Fig. 1: supply network
Bar = 20 um. Pins as bars on the die edge.
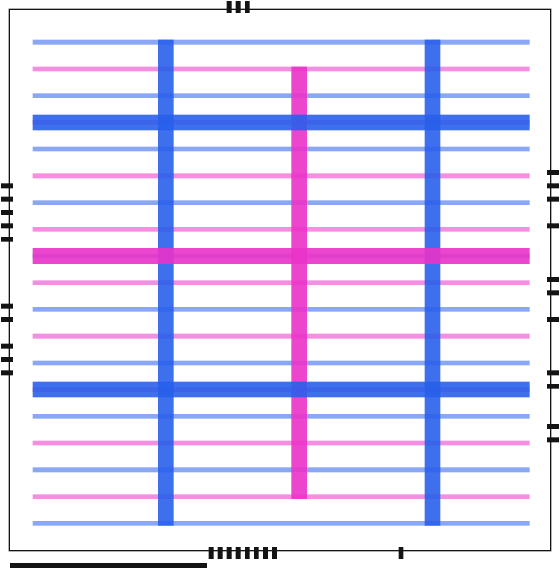
Fig. 2: cells colored by class
Bar = 20 um.
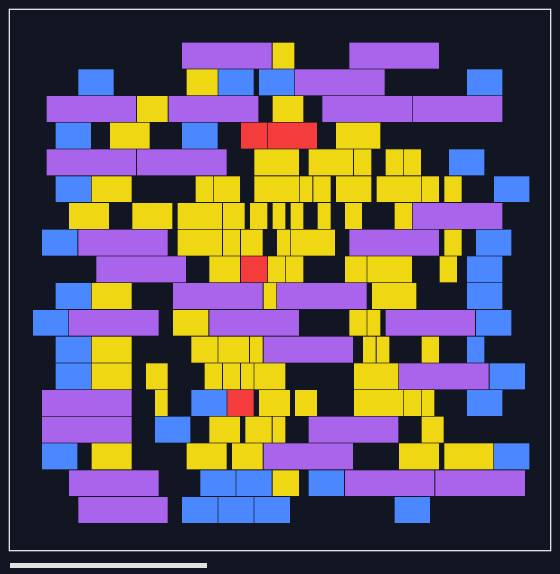
Fig. 3: clock distribution
Bar = 20 um.
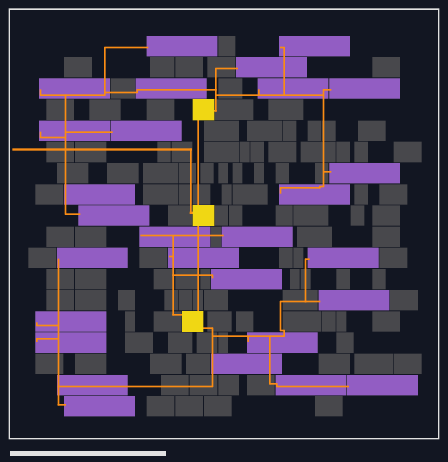
Fig. 4: metal layers overlaid
Only two layers are drawn.
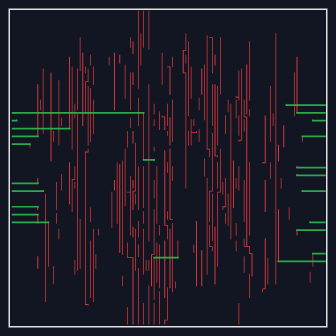
Fig. 5: placed standard cells
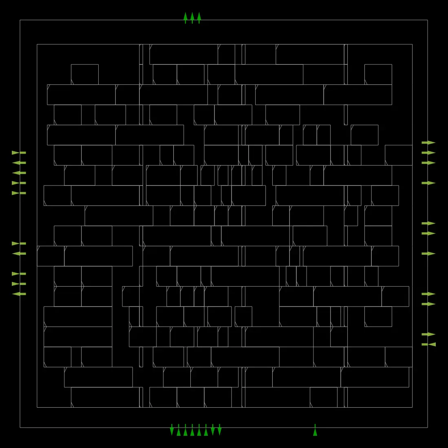
File: config.mk
export PLATFORM = sky130hd
export DESIGN_NAME = qsn_controller_pipe
export DESIGN_NICKNAME = d
export VERILOG_FILES = /design/src/rtl/qsn_controller_pipe.sv
export SDC_FILE = /design/constraint.sdc
export NUM_CORES = 1
export LEC_CHECK = 0
export ABC_CLOCK_PERIOD_IN_PS = 3400
export CORE_MARGIN = 2
export CORE_UTILIZATION = 52
export DETAILED_ROUTE_END_ITERATION = 10
export GPL_TIMING_DRIVEN = 0
export PLACE_DENSITY = 0.89
export REMOVE_ABC_BUFFERS = 1
export SKIP_LAST_GASP = 1
export SLEW_MARGIN = 20
export SYNTH_ARGS = -nofsm -noshare
export SYNTH_HDL_FRONTEND = slang
export SYNTH_SLANG_ARGS = --single-unit
export TNS_END_PERCENT = 5
File: constraint.sdc
create_clock -name sys_clk -period 3.4 [get_ports sys_clk]
set_clock_uncertainty 0.05 [all_clocks]
set_input_delay 0.68 -clock sys_clk [delete_from_list [all_inputs] [get_ports sys_clk]]
set_output_delay 0.68 -clock sys_clk [all_outputs]
set_load 0.02 [all_outputs]
File: src/rtl/qsn_controller_pipe.sv
// Turns a per-column cyclic shift factor into QSN left/right/merge select words.
// Two-stage elastic pipeline with reverse-permutation mode, tag pass-through and range checking.
module qsn_controller_pipe #(
  parameter int PERMUTATION_LENGTH = 7,
  parameter int SHIFT_W            = $clog2(PERMUTATION_LENGTH),
  parameter int TAG_W              = 4
) (
  input  logic                          sys_clk,
  input  logic                          rstn,
  input  logic                          in_valid,
  output logic                          in_ready,
  input  logic [SHIFT_W-1:0]            shift_factor,
  input  logic                          in_reverse,
  input  logic [TAG_W-1:0]              in_tag,
  output logic                          out_valid,
  input  logic                          out_ready,
  output logic [SHIFT_W-1:0]            left_sel,
  output logic [SHIFT_W-1:0]            right_sel,
  output logic [PERMUTATION_LENGTH-2:0] merge_sel,
  output logic [TAG_W-1:0]              out_tag,
  output logic                          out_err,
  output logic                          err_sticky,
  input  logic                          err_clr
);

  localparam int Z  = PERMUTATION_LENGTH;
  localparam int AW = SHIFT_W + 1;
  localparam logic [SHIFT_W:0]   Z_W = AW'(Z);
  // Z - x fits in SHIFT_W bits for every x in 1..Z-1, so modular SHIFT_W-bit math is exact.
  localparam logic [SHIFT_W-1:0] Z_S = SHIFT_W'(Z);

  // Handshake: a word moves across a port in any cycle where valid and ready are both 1;
  // a stalled output (out_valid=1, out_ready=0) holds every output field stable.
  logic               w_s2_en;
  logic               w_s1_en;
  logic               w_in_xfer;
  logic               w_range;
  logic [SHIFT_W-1:0] w_seff;
  logic [SHIFT_W-1:0] w_left;
  logic [SHIFT_W-1:0] w_right;
  logic [Z-2:0]       w_merge;

  logic               r_s1_valid;
  logic [SHIFT_W-1:0] r_s1_seff;
  logic               r_s1_range;
  logic [TAG_W-1:0]   r_s1_tag;

  logic               r_out_valid;
  logic [SHIFT_W-1:0] r_left;
  logic [SHIFT_W-1:0] r_right;
  logic [Z-2:0]       r_merge;
  logic [TAG_W-1:0]   r_tag;
  logic               r_err;
  logic               r_err_sticky;

  assign w_s2_en   = !r_out_valid || out_ready;
  assign w_s1_en   = !r_s1_valid || w_s2_en;
  assign in_ready  = w_s1_en;
  assign w_in_xfer = in_valid && w_s1_en;
  assign w_range   = ({1'b0, shift_factor} >= Z_W);

  always_comb begin
    w_seff = '0;
    if (!w_range && (shift_factor != '0))
      w_seff = in_reverse ? (Z_S - shift_factor) : shift_factor;
  end

  // Lane i takes the left shifter when i < Z - s_eff, i.e. i + s_eff < Z.
  always_comb begin
    w_left  = '0;
    w_right = '0;
    w_merge = '0;
    if (r_s1_seff != '0) begin
      w_left  = r_s1_seff;
      w_right = Z_S - r_s1_seff;
      for (int i = 0; i < Z - 1; i++)
        w_merge[i] = ((AW'(i) + {1'b0, r_s1_seff}) < Z_W);
    end
  end

  always_ff @(posedge sys_clk or negedge rstn) begin
    if (!rstn) begin
      r_s1_valid <= 1'b0;
      r_s1_seff  <= '0;
      r_s1_range <= 1'b0;
      r_s1_tag   <= '0;
    end else if (w_s1_en) begin
      r_s1_valid <= in_valid;
      if (in_valid) begin
        r_s1_seff  <= w_seff;
        r_s1_range <= w_range;
        r_s1_tag   <= in_tag;
      end
    end
  end

  // Bubbles clear out_valid but leave the select words at their last values.
  always_ff @(posedge sys_clk or negedge rstn) begin
    if (!rstn) begin
      r_out_valid <= 1'b0;
      r_left      <= '0;
      r_right     <= '0;
      r_merge     <= '0;
      r_tag       <= '0;
      r_err       <= 1'b0;
    end else if (w_s2_en) begin
      r_out_valid <= r_s1_valid;
      if (r_s1_valid) begin
        r_left  <= w_left;
        r_right <= w_right;
        r_merge <= w_merge;
        r_tag   <= r_s1_tag;
        r_err   <= r_s1_range;
      end
    end
  end

  // A new range error takes priority over a simultaneous clear.
  always_ff @(posedge sys_clk or negedge rstn) begin
    if (!rstn)
      r_err_sticky <= 1'b0;
    else if (w_in_xfer && w_range)
      r_err_sticky <= 1'b1;
    else if (err_clr)
      r_err_sticky <= 1'b0;
  end

  assign out_valid  = r_out_valid;
  assign left_sel   = r_left;
  assign right_sel  = r_right;
  assign merge_sel  = r_merge;
  assign out_tag    = r_tag;
  assign out_err    = r_err;
  assign err_sticky = r_err_sticky;

endmodule

==> run summary <==
yosys + openroad results -> outcome=complete, no violations, synthesis-to-finish area growth=25.4%, HP Class=in2async, Mean Syn Cell Area=about 12 um^2, Adder-Cell Fraction of Synth Area=under 10%, TritonCTS buffer count=3, Yosys warning total=0, count leader, synth=dfrtp_1, CP Max Fanout=9, CTS tree=yes, final worst slack=0.579 ns, first-pass GRT wire length=4170 um, Fin. Hold Viols=0, fin crit period=2.82 ns, antenna violations before repair=0, Setup crit end kind=output pin, Mux cell area share=8.25%, CTS resizes=0, Placed Cells=roughly 170, XOR/XNOR Fraction of Synth Area=0%, DRT iter0 DRCs=17, Setup Total Neg Slack=0 ns, LEAKAGE=0.730 nW, Post-CTS Hold Buffers=0, largest net degree at the start of global routing=29, Top Layout Cells=clkdlybuf4s50_1 (31), dfrtp_1 (28), o21ai_0 (12), I/O Pins=33, Top cell by count, worst path=clkdlybuf4s50_1, Mapped Cells=114, DP Worst Slack=0.579 ns, # DRC=0, initial core utilization=about 54%, DP Wirelength=roughly 1800 um, Final ANT Viol Nets=0, ao+oa area frac=20.8%, Vias/cell=around 5.6, yosys cell count=114, endpoints failing setup=0, peak supply drop=0.000418 V, share of cells above drive strength 1=18.2%
## Picture notes: Fig. 1
| net | color |
|---|---|
| VSS | blue |
| VDD | magenta |
met4 straps: 3
met1 rails: 19
met5 straps: 3
rows: 18
signal pins: 33

## Picture notes: Fig. 2
| class | color | cells | share of their area |
|---|---|---|---|
| combinational and other logic | yellow | 79 | 36% |
| sequential cells | purple | 28 | 42% |
| remaining buffers and delay cells | blue | 32 | 19% |
| clock drivers and dummy loads | red | 4 | 2.2% |
Final Core Density: 68.3%
# rows: 18
Seq/total area: 41.4%
core box area: 2480 um^2

## Picture notes: Fig. 3
[flip-flops] purple | count: 28
[clock drivers] yellow | count: 3
[clock wires] orange | length: 304 um
routed clock nets: 4
clock power share: 17.0%
Latency at later pin: 0.32 ns

## Picture notes: Fig. 4
| layer | color | wire length |
|---|---|---|
| metal 3 | green | 120 um |
| metal 2 | red | 1300 um |
WL/cell: 14.7 um
total wire length: 2540 um
Global Route Usage Sum: 19.6%
total number of vias: 962

## Picture notes: Fig. 5
FILL cells: 197
registers: 28
fin cells: 173
Tapcells: 30

-- power by group --
group	switching (W)	internal (W)	total (W)
Sequential	0.0000494	0.000398	0.000447
Clock	0.0000955	0.0000655	0.000161
Combinational	0.000169	0.000172	0.000341
-- registers in the layout (all words and copies together) (netlist names) --
| signal | count |
|---|---|
| out_valid | 1 |
| r_s1_range | 1 |
| right_sel | 3 |
| left_sel | 3 |
| err_sticky | 1 |
| merge_sel | 6 |
| r_s1_seff | 3 |
| r_s1_tag | 4 |
| out_err | 1 |
| out_tag | 4 |
| r_s1_valid | 1 |
-- through the flow --
stage / util [%] / hold slack, ns / cell area (um^2)
floorplan: - / 0.334 / 1300
global placement: 67.1 / 0.433 / 1660
detailed placement: 66.9 / 0.442 / 1660
CTS: 68.3 / 0.307 / 1690
global route: 68.3 / 0.307 / 1690
finish: 68.3 / 0.286 / 1690
-- final timing paths --
| check | startpoint | endpoint | slack (ns) | depth (start not counted) |
|---|---|---|---|---|
| setup / recovery | out_ready | in_ready | 0.58 | 3 |
| hold / removal | rstn | right_sel[0] | 0.29 | 1 |
| setup reg to reg | r_s1_seff[1] | merge_sel[2] | 1.83 | 5 |
| hold reg to reg | merge_sel[2] | merge_sel[2] | 0.47 | 1 |
| max in group asynchronous | rstn | merge_sel[1] | 2.62 | 1 |
| min in group sys_clk | merge_sel[2] | merge_sel[2] | 0.47 | 1 |
-- worst max-delay path, delay by kind of cell --
kind / cells / cell delay, ns
simple gates: 1 / 0.24
buf+inv: 2 / 1.17
-- layer usage --
layer / part of all wire, % / wire length, um / vias up / global-route usage [%]
met1: 44 / 1120 / 469 / 24.5
met3: 4.7 / 119 / 0 / 2.69
met2: 51 / 1300 / 25 / 34.9
met5: 0 / 0 / - / 0
li1: - / - / 468 / -
met4: 0 / 0 / 0 / 6.10
-- layout make-up --
| type | count | area, um^2 |
|---|---|---|
| fillers | 197 | 785 |
| flip-flops and latches | 28 | 701 |
| multi-input cells | 70 | 569 |
| repair buffers | 32 | 315 |
| well taps | 30 | 37.5 |
| clock buffers | 4 | 36.3 |
| inverters | 9 | 33.8 |
-- cells by family after synthesis --
logic type	Yosys count
AND-OR/OR-AND	38
flip-flops	28
AND/OR/NAND/NOR	17
buffers and inverters	16
multiplexers	10
adder cells (fa/ha/maj)	5
No activity file was given, so power comes from the tool's default toggle rates.
